**src/rtl/hyperspace_stream_ctrl_if.sv**
```systemverilog
// hyperspace_stream_ctrl_if: valid/ready stream bundle with optional last marker.
//   valid  source -> sink  beat present
//   ready  sink -> source  sink accepts the beat
//   data   source -> sink  beat payload, W bits
//   last   source -> sink  final beat of a frame
// Modports: master = stream source, slave = stream sink.
interface hyperspace_stream_ctrl_if #(
    parameter int unsigned W = 8
);
    logic         valid;
    logic         ready;
    logic [W-1:0] data;
    logic         last;

    modport master (output valid, output data, output last, input ready);
    modport slave  (input valid, input data, input last, output ready);
endinterface

```
**src/rtl/hyperspace_stream_ctrl.sv**
```systemverilog
// hyperspace_stream_ctrl: per-frame sequencer between the pad byte stream and the
// HyperSpace DSP core, and between the core's word stream and the pads.
// Optional feature macro: HYPERSPACE_LAST_CHECK_EN (pad last-marker checking).
// Ports:
//   clock, RSTB        clock; synchronous active-high reset
//   i_start, i_abort   one-cycle run control pulses
//   i_num_frames       frames per run (0 = continuous), sampled on start
//   s_in  (slave)      pad-side input stream
//   c_in  (master)     core input stream, last regenerated from the beat count
//   c_out (slave)      core output stream (last unused)
//   m_out (master)     pad-side output stream, last generated from the beat count
//   o_busy             run in FILL/DRAIN
//   o_done             one-cycle pulse at run completion
//   o_frame_cnt        frames completed in the current run (saturating)
//   o_err_timeout      sticky watchdog error
//   o_err_last         sticky pad last-marker mismatch (0 when feature absent)
module hyperspace_stream_ctrl #(
    parameter int unsigned IN_W           = 8,
    parameter int unsigned OUT_W          = 16,
    parameter int unsigned IN_FRAME_LEN   = 2048,
    parameter int unsigned OUT_FRAME_LEN  = 1536,
    parameter int unsigned CNT_W          = 16,
    parameter int unsigned TIMEOUT_CYCLES = 65535
) (
    input  logic                           clock,
    input  logic                           RSTB,
    input  logic                           i_start,
    input  logic                           i_abort,
    input  logic [7:0]                     i_num_frames,
    hyperspace_stream_ctrl_if.slave        s_in,
    hyperspace_stream_ctrl_if.master       c_in,
    hyperspace_stream_ctrl_if.slave        c_out,
    hyperspace_stream_ctrl_if.master       m_out,
    output logic                           o_busy,
    output logic                           o_done,
    output logic [7:0]                     o_frame_cnt,
    output logic                           o_err_timeout,
    output logic                           o_err_last
);

    localparam logic [CNT_W-1:0] IN_LAST  = CNT_W'(IN_FRAME_LEN - 1);
    localparam logic [CNT_W-1:0] OUT_LAST = CNT_W'(OUT_FRAME_LEN - 1);
    localparam logic [CNT_W-1:0] WD_LAST  = CNT_W'(TIMEOUT_CYCLES - 1);

    typedef enum logic [2:0] {
        ST_IDLE,
        ST_FILL,
        ST_DRAIN,
        ST_DONE,
        ST_ERR
    } state_t;

    state_t           r_state, w_state_nxt;
    logic [CNT_W-1:0] r_in_cnt, w_in_cnt_nxt;
    logic [CNT_W-1:0] r_out_cnt, w_out_cnt_nxt;
    logic [CNT_W-1:0] r_wd, w_wd_nxt;
    logic             r_out_done, w_out_done_nxt;
    logic [7:0]       r_num_frames, w_num_frames_nxt;
    logic [7:0]       r_frame_cnt, w_frame_cnt_nxt;
    logic             r_err_timeout, w_err_timeout_nxt;
    logic             r_err_last, w_err_last_nxt;

    logic             w_busy;
    logic             w_in_open;
    logic             w_out_open;
    logic             w_in_hs;
    logic             w_out_hs;
    logic             w_out_last_hs;
    logic [8:0]       w_fc_inc;
    logic             w_unused;

    assign w_busy     = (r_state == ST_FILL) || (r_state == ST_DRAIN);
    assign w_in_open  = (r_state == ST_FILL);
    // Output frame is held once complete so it cannot run ahead of the input frame.
    assign w_out_open = w_busy && !r_out_done;

    // Input pass-through; core-side last comes only from our own beat count.
    assign s_in.ready = w_in_open & c_in.ready;
    assign c_in.valid = w_in_open & s_in.valid;
    assign c_in.data  = IN_W'(s_in.data);
    assign c_in.last  = w_in_open & (r_in_cnt == IN_LAST);

    // Output pass-through with generated last.
    assign c_out.ready = w_out_open & m_out.ready;
    assign m_out.valid = w_out_open & c_out.valid;
    assign m_out.data  = OUT_W'(c_out.data);
    assign m_out.last  = w_out_open & (r_out_cnt == OUT_LAST);

    assign w_in_hs       = w_in_open & s_in.valid & c_in.ready;
    assign w_out_hs      = w_out_open & c_out.valid & m_out.ready;
    assign w_out_last_hs = w_out_hs & (r_out_cnt == OUT_LAST);
    assign w_fc_inc      = {1'b0, r_frame_cnt} + 9'd1;

`ifdef HYPERSPACE_LAST_CHECK_EN
    assign w_unused = c_out.last;
`else
    assign w_unused = c_out.last ^ s_in.last;
`endif

    // State and counter registers.
    always_ff @(posedge clock) begin
        if (RSTB) begin
            r_state       <= ST_IDLE;
            r_in_cnt      <= '0;
            r_out_cnt     <= '0;
            r_wd          <= '0;
            r_out_done    <= 1'b0;
            r_num_frames  <= 8'd0;
            r_frame_cnt   <= 8'd0;
            r_err_timeout <= 1'b0;
            r_err_last    <= 1'b0;
        end else begin
            r_state       <= w_state_nxt;
            r_in_cnt      <= w_in_cnt_nxt;
            r_out_cnt     <= w_out_cnt_nxt;
            r_wd          <= w_wd_nxt;
            r_out_done    <= w_out_done_nxt;
            r_num_frames  <= w_num_frames_nxt;
            r_frame_cnt   <= w_frame_cnt_nxt;
            r_err_timeout <= w_err_timeout_nxt;
            r_err_last    <= w_err_last_nxt;
        end
    end

    // Next-state and counter logic.
    always_comb begin
        w_state_nxt       = r_state;
        w_in_cnt_nxt      = r_in_cnt;
        w_out_cnt_nxt     = r_out_cnt;
        w_wd_nxt          = r_wd;
        w_out_done_nxt    = r_out_done;
        w_num_frames_nxt  = r_num_frames;
        w_frame_cnt_nxt   = r_frame_cnt;
        w_err_timeout_nxt = r_err_timeout;
        w_err_last_nxt    = r_err_last;

        if (w_out_hs) begin
            if (w_out_last_hs) begin
                w_out_cnt_nxt  = '0;
                w_out_done_nxt = 1'b1;
            end else begin
                w_out_cnt_nxt = r_out_cnt + CNT_W'(1);
            end
        end

        if (w_in_hs) begin
`ifdef HYPERSPACE_LAST_CHECK_EN
            if (s_in.last != (r_in_cnt == IN_LAST)) begin
                w_err_last_nxt = 1'b1;
            end
`endif
            if (r_in_cnt == IN_LAST) begin
                w_in_cnt_nxt = '0;
                w_state_nxt  = ST_DRAIN;
            end else begin
                w_in_cnt_nxt = r_in_cnt + CNT_W'(1);
            end
        end

        case (r_state)
            ST_IDLE: begin
                if (i_start && !i_abort) begin
                    w_state_nxt       = ST_FILL;
                    w_num_frames_nxt  = i_num_frames;
                    w_frame_cnt_nxt   = 8'd0;
                    w_err_timeout_nxt = 1'b0;
                    w_err_last_nxt    = 1'b0;
                    w_in_cnt_nxt      = '0;
                    w_out_cnt_nxt     = '0;
                    w_wd_nxt          = '0;
                    w_out_done_nxt    = 1'b0;
                end
            end
            ST_DRAIN: begin
                // Frame closes once the matching output frame has fully left.
                if (r_out_done || w_out_last_hs) begin
                    w_out_done_nxt  = 1'b0;
                    w_frame_cnt_nxt = (r_frame_cnt == 8'hFF) ? r_frame_cnt : w_fc_inc[7:0];
                    if ((r_num_frames != 8'd0) && ({1'b0, r_num_frames} == w_fc_inc)) begin
                        w_state_nxt = ST_DONE;
                    end else begin
                        w_state_nxt = ST_FILL;
                    end
                end
            end
            ST_DONE: w_state_nxt = ST_IDLE;
            default: ;
        endcase

        // Watchdog counts consecutive busy cycles with no handshake on any stream.
        if (w_busy) begin
            if (w_in_hs || w_out_hs) begin
                w_wd_nxt = '0;
            end else if (r_wd == WD_LAST) begin
                w_wd_nxt          = '0;
                w_err_timeout_nxt = 1'b1;
                w_state_nxt       = ST_ERR;
            end else begin
                w_wd_nxt = r_wd + CNT_W'(1);
            end
        end

        // Abort drops the run without a done pulse; error flags survive.
        if (i_abort && (w_busy || (r_state == ST_ERR))) begin
            w_state_nxt    = ST_IDLE;
            w_in_cnt_nxt   = '0;
            w_out_cnt_nxt  = '0;
            w_wd_nxt       = '0;
            w_out_done_nxt = 1'b0;
        end
    end

    assign o_busy        = w_busy;
    assign o_done        = (r_state == ST_DONE);
    assign o_frame_cnt   = r_frame_cnt;
    assign o_err_timeout = r_err_timeout;
`ifdef HYPERSPACE_LAST_CHECK_EN
    assign o_err_last    = r_err_last;
`else
    assign o_err_last    = 1'b0;
`endif

endmodule

```
**src/flat_wrapper.sv**
```systemverilog
// flat-port wrapper written by rule: the top's interface ports become plain ports
module hyperspace_stream_ctrl_flat 
#(
    parameter int unsigned IN_W           = 8,
    parameter int unsigned OUT_W          = 16,
    parameter int unsigned IN_FRAME_LEN   = 2048,
    parameter int unsigned OUT_FRAME_LEN  = 1536,
    parameter int unsigned CNT_W          = 16,
    parameter int unsigned TIMEOUT_CYCLES = 65535
)
  (clock, RSTB, i_start, i_abort, i_num_frames, o_busy, o_done, o_frame_cnt, o_err_timeout, o_err_last, s_in_valid, s_in_data, s_in_last, s_in_ready, c_in_valid, c_in_data, c_in_last, c_in_ready, c_out_valid, c_out_data, c_out_last, c_out_ready, m_out_valid, m_out_data, m_out_last, m_out_ready);
  hyperspace_stream_ctrl_if #(.W(IN_W)) s_in_i ();
  hyperspace_stream_ctrl_if #(.W(IN_W)) c_in_i ();
  hyperspace_stream_ctrl_if #(.W(OUT_W)) c_out_i ();
  hyperspace_stream_ctrl_if #(.W(OUT_W)) m_out_i ();
  input  logic clock;
  input  logic RSTB;
  input  logic i_start;
  input  logic i_abort;
  input  logic [7:0] i_num_frames;
  output logic o_busy;
  output logic o_done;
  output logic [7:0] o_frame_cnt;
  output logic o_err_timeout;
  output logic o_err_last;
  input wire logic [$bits(s_in_i.valid)-1:0] s_in_valid;
  input wire logic [$bits(s_in_i.data)-1:0] s_in_data;
  input wire logic [$bits(s_in_i.last)-1:0] s_in_last;
  output wire logic [$bits(s_in_i.ready)-1:0] s_in_ready;
  output wire logic [$bits(c_in_i.valid)-1:0] c_in_valid;
  output wire logic [$bits(c_in_i.data)-1:0] c_in_data;
  output wire logic [$bits(c_in_i.last)-1:0] c_in_last;
  input wire logic [$bits(c_in_i.ready)-1:0] c_in_ready;
  input wire logic [$bits(c_out_i.valid)-1:0] c_out_valid;
  input wire logic [$bits(c_out_i.data)-1:0] c_out_data;
  input wire logic [$bits(c_out_i.last)-1:0] c_out_last;
  output wire logic [$bits(c_out_i.ready)-1:0] c_out_ready;
  output wire logic [$bits(m_out_i.valid)-1:0] m_out_valid;
  output wire logic [$bits(m_out_i.data)-1:0] m_out_data;
  output wire logic [$bits(m_out_i.last)-1:0] m_out_last;
  input wire logic [$bits(m_out_i.ready)-1:0] m_out_ready;
  assign s_in_i.valid = s_in_valid;
  assign s_in_i.data = s_in_data;
  assign s_in_i.last = s_in_last;
  assign s_in_ready = s_in_i.ready;
  assign c_in_valid = c_in_i.valid;
  assign c_in_data = c_in_i.data;
  assign c_in_last = c_in_i.last;
  assign c_in_i.ready = c_in_ready;
  assign c_out_i.valid = c_out_valid;
  assign c_out_i.data = c_out_data;
  assign c_out_i.last = c_out_last;
  assign c_out_ready = c_out_i.ready;
  assign m_out_valid = m_out_i.valid;
  assign m_out_data = m_out_i.data;
  assign m_out_last = m_out_i.last;
  assign m_out_i.ready = m_out_ready;
  hyperspace_stream_ctrl #(.IN_W(IN_W), .OUT_W(OUT_W), .IN_FRAME_LEN(IN_FRAME_LEN), .OUT_FRAME_LEN(OUT_FRAME_LEN), .CNT_W(CNT_W), .TIMEOUT_CYCLES(TIMEOUT_CYCLES)) u_core (.clock(clock), .RSTB(RSTB), .i_start(i_start), .i_abort(i_abort), .i_num_frames(i_num_frames), .s_in(s_in_i), .c_in(c_in_i), .c_out(c_out_i), .m_out(m_out_i), .o_busy(o_busy), .o_done(o_done), .o_frame_cnt(o_frame_cnt), .o_err_timeout(o_err_timeout), .o_err_last(o_err_last));
endmodule
```
**config.mk**
```make
export PLATFORM = sky130hd
export DESIGN_NAME = hyperspace_stream_ctrl_flat
export DESIGN_NICKNAME = d
export VERILOG_FILES = /design/src/rtl/hyperspace_stream_ctrl_if.sv /design/src/rtl/hyperspace_stream_ctrl.sv /design/src/flat_wrapper.sv
export SDC_FILE = /design/constraint.sdc
export NUM_CORES = 1
export LEC_CHECK = 0
export ABC_CLOCK_PERIOD_IN_PS = 3900
export CAP_MARGIN = 20
export CORE_MARGIN = 2
export CORE_UTILIZATION = 47
export CTS_CLUSTER_DIAMETER = 30
export DETAILED_ROUTE_END_ITERATION = 6
export DONT_BUFFER_PORTS = 1
export GPL_ROUTABILITY_DRIVEN = 0
export MAX_ROUTING_LAYER = met4
export PLACE_DENSITY_LB_ADDON = 0.12
export SETUP_SLACK_MARGIN = 0.02
export SYNTH_ARGS = -nofsm -noshare
export SYNTH_HDL_FRONTEND = slang
export SYNTH_SLANG_ARGS = --single-unit
```
**constraint.sdc**
```tcl
create_clock -name clock -period 3.9 [get_ports clock]
set_input_delay 0.585 -clock clock [delete_from_list [all_inputs] [get_ports clock]]
set_output_delay 0.585 -clock clock [all_outputs]
set_load 0.01 [all_outputs]
```
Fig. 1: PDN straps and rails
Scale bar: 20 um. Pins as bars on the die edge.
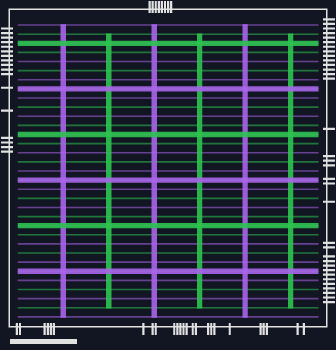
legend:
  purple:
    net: VSS
  green:
    net: VDD
met5 straps: 6
met1 rails: 33
signal pins: 84
met4 straps: 6
rows: 32
Placeable Area: 0.007807 mm2
Die Ht: 94.26 um
floorplan die width: 94.26 um
worst ir drop on vdd: 0.1744 mV

==> PnR_summary.wiki <==
== Metrics ==
{| class="wikitable"
! Metric !! Value
|-
| Area of the synthesized netlist per yosys stat || between 0.003 and 0.004 mm2
|-
| Number of clock buffers inserted by TritonCTS || 9
|-
| Simple-gate area share of the yosys netlist || 0.3124
|-
| Flop Count || between 60 and 70
|-
| Ratio of cells with drive above 1 in the final layout || 0.06739
|-
| Most instantiated cells after synthesis || 74 x nor2_1, 69 x dfxtp_1, 51 x nand2_1
|-
| Worst-path cell chain || or3b_2, o21ai_0, a21o_1, nor2_1, nand2_1, nor2_1
|-
| Clk root buf || clkbuf_8
|-
| Count of input and output buffers || 0
|-
| Clock tree buffer depth || 2
|-
| Setup TNS || 0 ns
|-
| Outcome || finished, final reports clean
|-
| Final worst-path setup slack || 1.269 ns
|-
| Power attributed to sequential cells || between 700 and 800 uW
|-
| Floorplan-stage core utilization || 0.4904
|-
| Async set or reset register ratio after synthesis || 0
|-
| Mean instance size in the synthesized netlist || approximately 8 um2
|-
| Top power group || sequential cells
|-
| Final instance count without filler cells || about 560
|-
| Relative contribution of combinational cells to total power || 0.084
|-
| CTS tree || done
|-
| Reported combinational group power || about 130 uW
|-
| Num rows || 32
|-
| Htree depth || 3
|-
| Final ANT Viol Nets || 0
|-
| Startpoint of the most critical register-to-register path || u_core.r_state[1]$_SDFF_PP0_
|-
| Per-cell via count in the routed design || ~5.7
|-
| Reg-to-reg critical path endpoint || u_core.r_in_cnt[10]$_SDFF_PP0_
|-
| Number of DRC violations after detailed-routing iteration 0 || about 110
|-
| Average routed wire per standard cell || roughly 14 um
|-
| Number of signal-net inverters in the final layout || 10
|-
| Met1 Use GR || 0.2579
|}
Fig. 2: placement by cell class
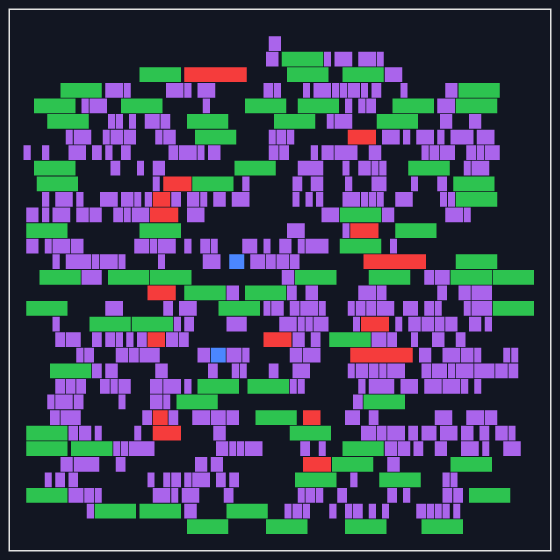
legend:
  purple:
    class: all other logic
    cells: 373
  green:
    class: flip-flops
    cells: 69
  red:
    class: clock drivers and dummy loads
    cells: 16
  blue:
    class: other buffers and delay cells
    cells: 2
Layout Cell Area excl Fill: 0.003910 mm2
Final Core Density: 0.5008
flip-flop and latch share of the layout cell area: 0.3533

Power figures rest on the tool's default switching activity, not on a simulated workload.
